==> config.mk <==
export PLATFORM = sky130hd
export DESIGN_NAME = alu_result_stage
export DESIGN_NICKNAME = d
export VERILOG_FILES = /design/src/rtl/alu_result_stage.sv
export SDC_FILE = /design/constraint.sdc
export NUM_CORES = 1
export LEC_CHECK = 0
export CORE_MARGIN = 5
export CORE_UTILIZATION = 43
export DETAILED_ROUTE_END_ITERATION = 12
export GPL_TIMING_DRIVEN = 0
export PLACE_DENSITY = 0.83
export SYNTH_ARGS = -nofsm -noshare
export SYNTH_HDL_FRONTEND = slang
export SYNTH_SLANG_ARGS = --single-unit
==> constraint.sdc <==
create_clock -name clk -period 1.5 [get_ports clk]
set_input_delay 0.375 -clock clk [delete_from_list [all_inputs] [get_ports clk]]
set_output_delay 0.375 -clock clk [all_outputs]
set_load 0.01 [all_outputs]
==> src/rtl/alu_result_stage.sv <==
// Result stage behind the 16-bit ALU: two-entry skid buffer toward write-back,
// committed PSW register and branch-condition evaluation.
module alu_result_stage #(
    parameter int DATA_W = 16,
    parameter int RD_W   = 3
) (
    input  logic              clk,
    input  logic              rst,
    input  logic              flush,
    input  logic              in_valid,
    output logic              in_ready,
    input  logic [DATA_W-1:0] in_result,
    input  logic              in_cf,
    input  logic              in_zf,
    input  logic              in_sf,
    input  logic              in_of,
    input  logic [RD_W-1:0]   in_rd,
    input  logic              in_wen,
    input  logic              in_setf,
    output logic              out_valid,
    input  logic              out_ready,
    output logic [DATA_W-1:0] out_result,
    output logic [RD_W-1:0]   out_rd,
    output logic              out_wen,
    output logic [3:0]        flags,
    input  logic [2:0]        cond,
    output logic              cond_true
);

    typedef enum logic [1:0] {
        EMPTY = 2'd0,
        ONE   = 2'd1,
        FULL  = 2'd2
    } state_t;

    state_t            state;
    logic [DATA_W-1:0] main_result;
    logic [RD_W-1:0]   main_rd;
    logic              main_wen;
    logic [DATA_W-1:0] skid_result;
    logic [RD_W-1:0]   skid_rd;
    logic              skid_wen;
    logic              accept;
    logic              pop;

    // Ready comes only from the state register, never from out_ready.
    assign in_ready   = (state != FULL);
    assign out_valid  = (state != EMPTY);
    assign out_result = main_result;
    assign out_rd     = main_rd;
    assign out_wen    = main_wen;

    assign accept = in_valid & in_ready & ~flush;
    assign pop    = out_valid & out_ready;

    always_ff @(posedge clk or posedge rst) begin
        if (rst) begin
            state       <= EMPTY;
            main_result <= '0;
            main_rd     <= '0;
            main_wen    <= 1'b0;
            skid_result <= '0;
            skid_rd     <= '0;
            skid_wen    <= 1'b0;
        end else if (flush) begin
            state <= EMPTY;
        end else begin
            unique case (state)
                EMPTY: begin
                    if (accept) begin
                        state       <= ONE;
                        main_result <= in_result;
                        main_rd     <= in_rd;
                        main_wen    <= in_wen;
                    end
                end
                ONE: begin
                    if (accept && pop) begin
                        main_result <= in_result;
                        main_rd     <= in_rd;
                        main_wen    <= in_wen;
                    end else if (accept) begin
                        state       <= FULL;
                        skid_result <= in_result;
                        skid_rd     <= in_rd;
                        skid_wen    <= in_wen;
                    end else if (pop) begin
                        state <= EMPTY;
                    end
                end
                FULL: begin
                    if (pop) begin
                        state       <= ONE;
                        main_result <= skid_result;
                        main_rd     <= skid_rd;
                        main_wen    <= skid_wen;
                    end
                end
                default: state <= EMPTY;
            endcase
        end
    end

    // PSW commits at acceptance, independent of write-back stalls.
    always_ff @(posedge clk or posedge rst) begin
        if (rst) begin
            flags <= 4'b0000;
        end else if (accept && in_setf) begin
            flags <= {in_cf, in_zf, in_sf, in_of};
        end
    end

    logic cf;
    logic zf;
    logic sf;
    logic of;

    assign {cf, zf, sf, of} = flags;

    always_comb begin
        cond_true = 1'b0;
        unique case (cond)
            3'd0: cond_true = zf;
            3'd1: cond_true = ~zf;
            3'd2: cond_true = sf ^ of;
            3'd3: cond_true = ~(sf ^ of);
            3'd4: cond_true = cf;
            3'd5: cond_true = ~cf;
            3'd6: cond_true = sf;
            3'd7: cond_true = 1'b1;
            default: cond_true = 1'b0;
        endcase
    end

endmodule

**Run 1: PDN straps and rails**

Bar = 20 um. Pins as bars on the die edge. Tap cells in gray.
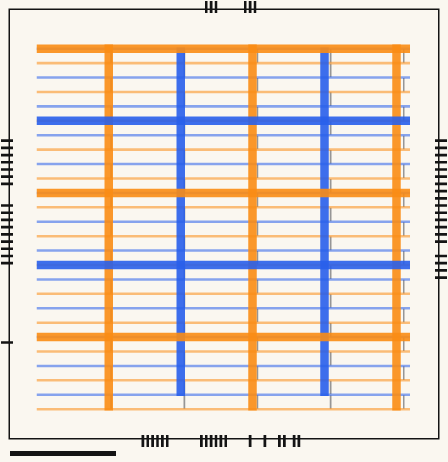
Blue marks VDD. Orange marks VSS.
The core has 25 rows. 5 straps on met4.
Core ar.: 0.004786 mm2
die extent in y: 80.75 um
peak ir drop on the vdd network: 0.6656 mV
Die W: 80.75 um

**Run 1: wiring by layer**

Two of the layers only.
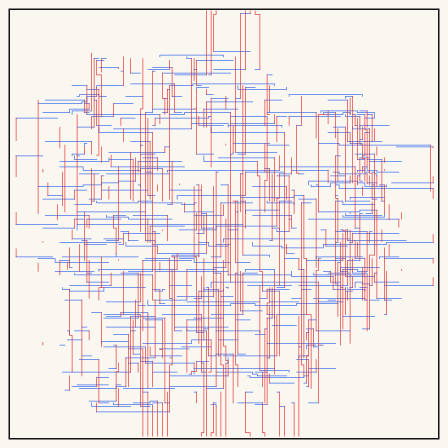
Blue marks met1, wire length 2300 um. Red marks met2, wire length 2570 um.

==> flow_metrics.tcl, run 1 <==
# implementation run metrics
set metrics [dict create \
    detailed_place.area_mm2 0.002856 \
    internal_power_mw 2.617 \
    timing.rr.end "out_result[4]" \
    finalHoldViolCount 0 \
    timing_worst_slew_pin_value_ns 0.4669 \
    timing.critical_path.required_ns 1.68 \
    routability_cong 0.6638 \
    cts_tree "yes" \
    gr-usage-met3_pct 5.765 \
    dpl.cell_count 272 \
    worst_r2r_path_depth 6 \
    num_tap_cells 67 \
    ant_nets 0 \
    setup-violations-final 47 \
    flop-count 46 \
    cts_setup_buffers 13 \
    number_of_antenna_violations_at_the_first_check_in_global_routing 0 \
    critPathMaxStageDelay_ns 0.41 \
    run_status "finished, violations left" \
    combPwrFrac_pct 30.6 \
    num_vias 1468 \
    first_global_vias 1634 \
    grt_first_pass_wirelength_mm 8.542 \
    highest_layer "met4" \
    setup_repair_after_global_routing_missed_its_margin "true" \
    failed_checks "negative setup slack" \
    sequentialPowerShare_pct 47.5 \
    num-nets-final 264 \
    timing.critical_path.mode_cell "sky130_fd_sc_hd__buf_6" \
    vias_per_cell 4.910 \
    drt_pass1_iterations 3 \
    worst_setup_path_startpoint "state[1]" \
    cp_max_fo 5 \
    power.density_cell_area_mw_per_mm2 1068 \
    met3RoutedLength_um 362 \
    die-area_mm2 0.006520 \
    crit_path_setup_slack_layout_ns -0.2535 \
    cell_count_after_synthesis 145 \
    powerComb_mw 1.09 \
    synthAdderAreaFrac_pct 0 \
    total_wire_length_after_detailed_routing_mm 5.290 \
    groute.layer.met2.usage_pct 28.89 \
    synth_area_per_cell_um2 14.84 \
    maxClockFrequency_ghz 0.5703 \
]
**Run 1: register map, names as in the netlist**

Other sequential cells in the stronger gray, the rest of the logic in the fainter gray.
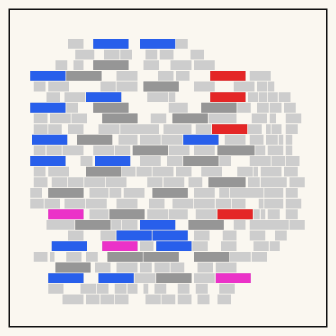
Red marks flags, sequential cells 4. Magenta marks skid_rd, sequential cells 3. Blue marks out_result, sequential cells 16.
Another 23 sequential cells are not colored.
area taken by flip-flops and latches: 0.001154 mm2
Seq/total area: 34.49%
Util after Layout: 69.88%

**Run 1: congestion heat map**

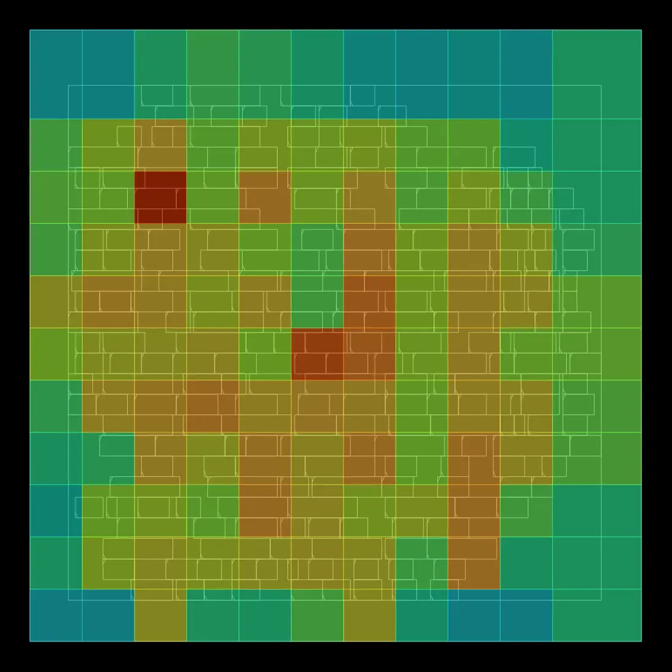

==> inputs of run 2 (changes only) <==
CORE_MARGIN = 10   (was 5)
**Run 2: congestion heat map**

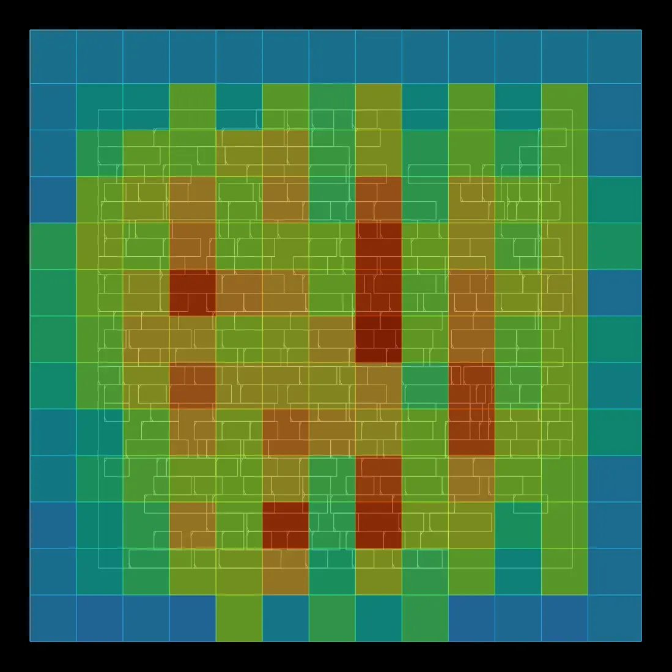
post-detailed-route wirelength per cell: 18.14 um
met2 routing resource usage after global routing: 22.54%
routing usage on met3: 5.154%

**Run 2: PDN straps and rails**

Bar = 20 um. Pins as bars on the die edge. Tap cells in gray.
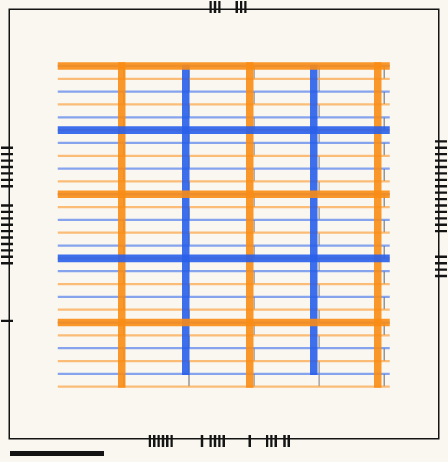
Blue marks VDD. Orange marks VSS.
The core has 25 rows. 26 met1 rails follow the rows.
peak ir drop on the vdd network: 0.7439 mV
Die W: 90.75 um
die extent in y: 90.75 um

**Run 2: layout detail**

Window x 56 to 81, y 10 to 35 um. Cells in gray, sequential cells in the stronger gray; small squares are vias.
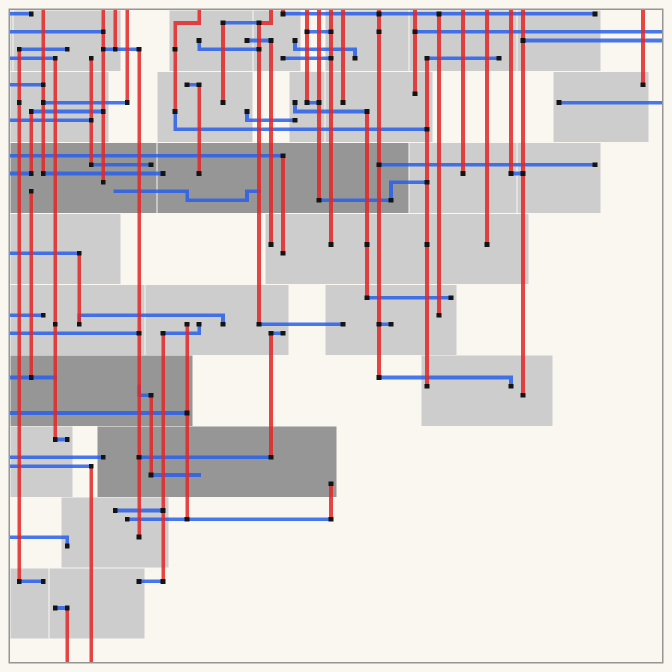
Blue marks met1. Red marks met2.
25 logic cells have their middle in the window. Most frequent: mux2_4 (3), clkdlybuf4s50_1 (3), dfrtp_1 (3). Sequential cells in the window: 4. Netlist names of flops here include skid_result (2).

==> flow_metrics.tcl, run 2 <==
# implementation run metrics
set metrics [dict create \
    finalHoldViolCount 0 \
    ant_nets 0 \
    die-area_mm2 0.008235 \
    setup-violations-final 47 \
    crit_path_setup_slack_layout_ns -0.2047 \
    total_wire_length_after_detailed_routing_mm 5.387 \
    highest_layer "met4" \
    failed_checks "negative setup slack" \
    seq_total_area_pct 35.06 \
    num_vias 1457 \
    cts_tree "yes" \
    synth.largest_area_cell "sky130_fd_sc_hd__dfrtp_1" \
    critPathMaxStageDelay_ns 0.40 \
    setup_repair_after_global_routing_missed_its_margin "true" \
    powerComb_mw 1.06 \
    detailed_place.area_mm2 0.002856 \
    synth_area_per_cell_um2 14.84 \
    met3RoutedLength_um 427 \
    cell_count_after_synthesis 145 \
    cp_max_fo 3 \
    ff_latch_area_mm2 0.001155 \
    cts_setup_buffers 13 \
    finalCritPeriodShare_pct 113.6 \
    dpl.cell_count 272 \
    synthAdderAreaFrac_pct 0 \
    sequentialPowerShare_pct 46.4 \
    grt_first_pass_wirelength_mm 8.811 \
    timing_worst_slew_pin_value_ns 0.3676 \
    num-nets-final 262 \
    combPwrFrac_pct 29.1 \
    layout_top_cell "sky130_fd_sc_hd__dfrtp_1" \
    maxClockFrequency_ghz 0.5866 \
    internal_power_mw 2.724 \
    flop-count 46 \
    worst_setup_path_startpoint "flags[3]" \
    timing.critical_path.required_ns 1.12 \
    power.density_cell_area_mw_per_mm2 1110 \
    timing.rr.end "out_result[0]" \
    run_status "finished, violations left" \
]
Power figures rest on the tool's default switching activity, not on a simulated workload.
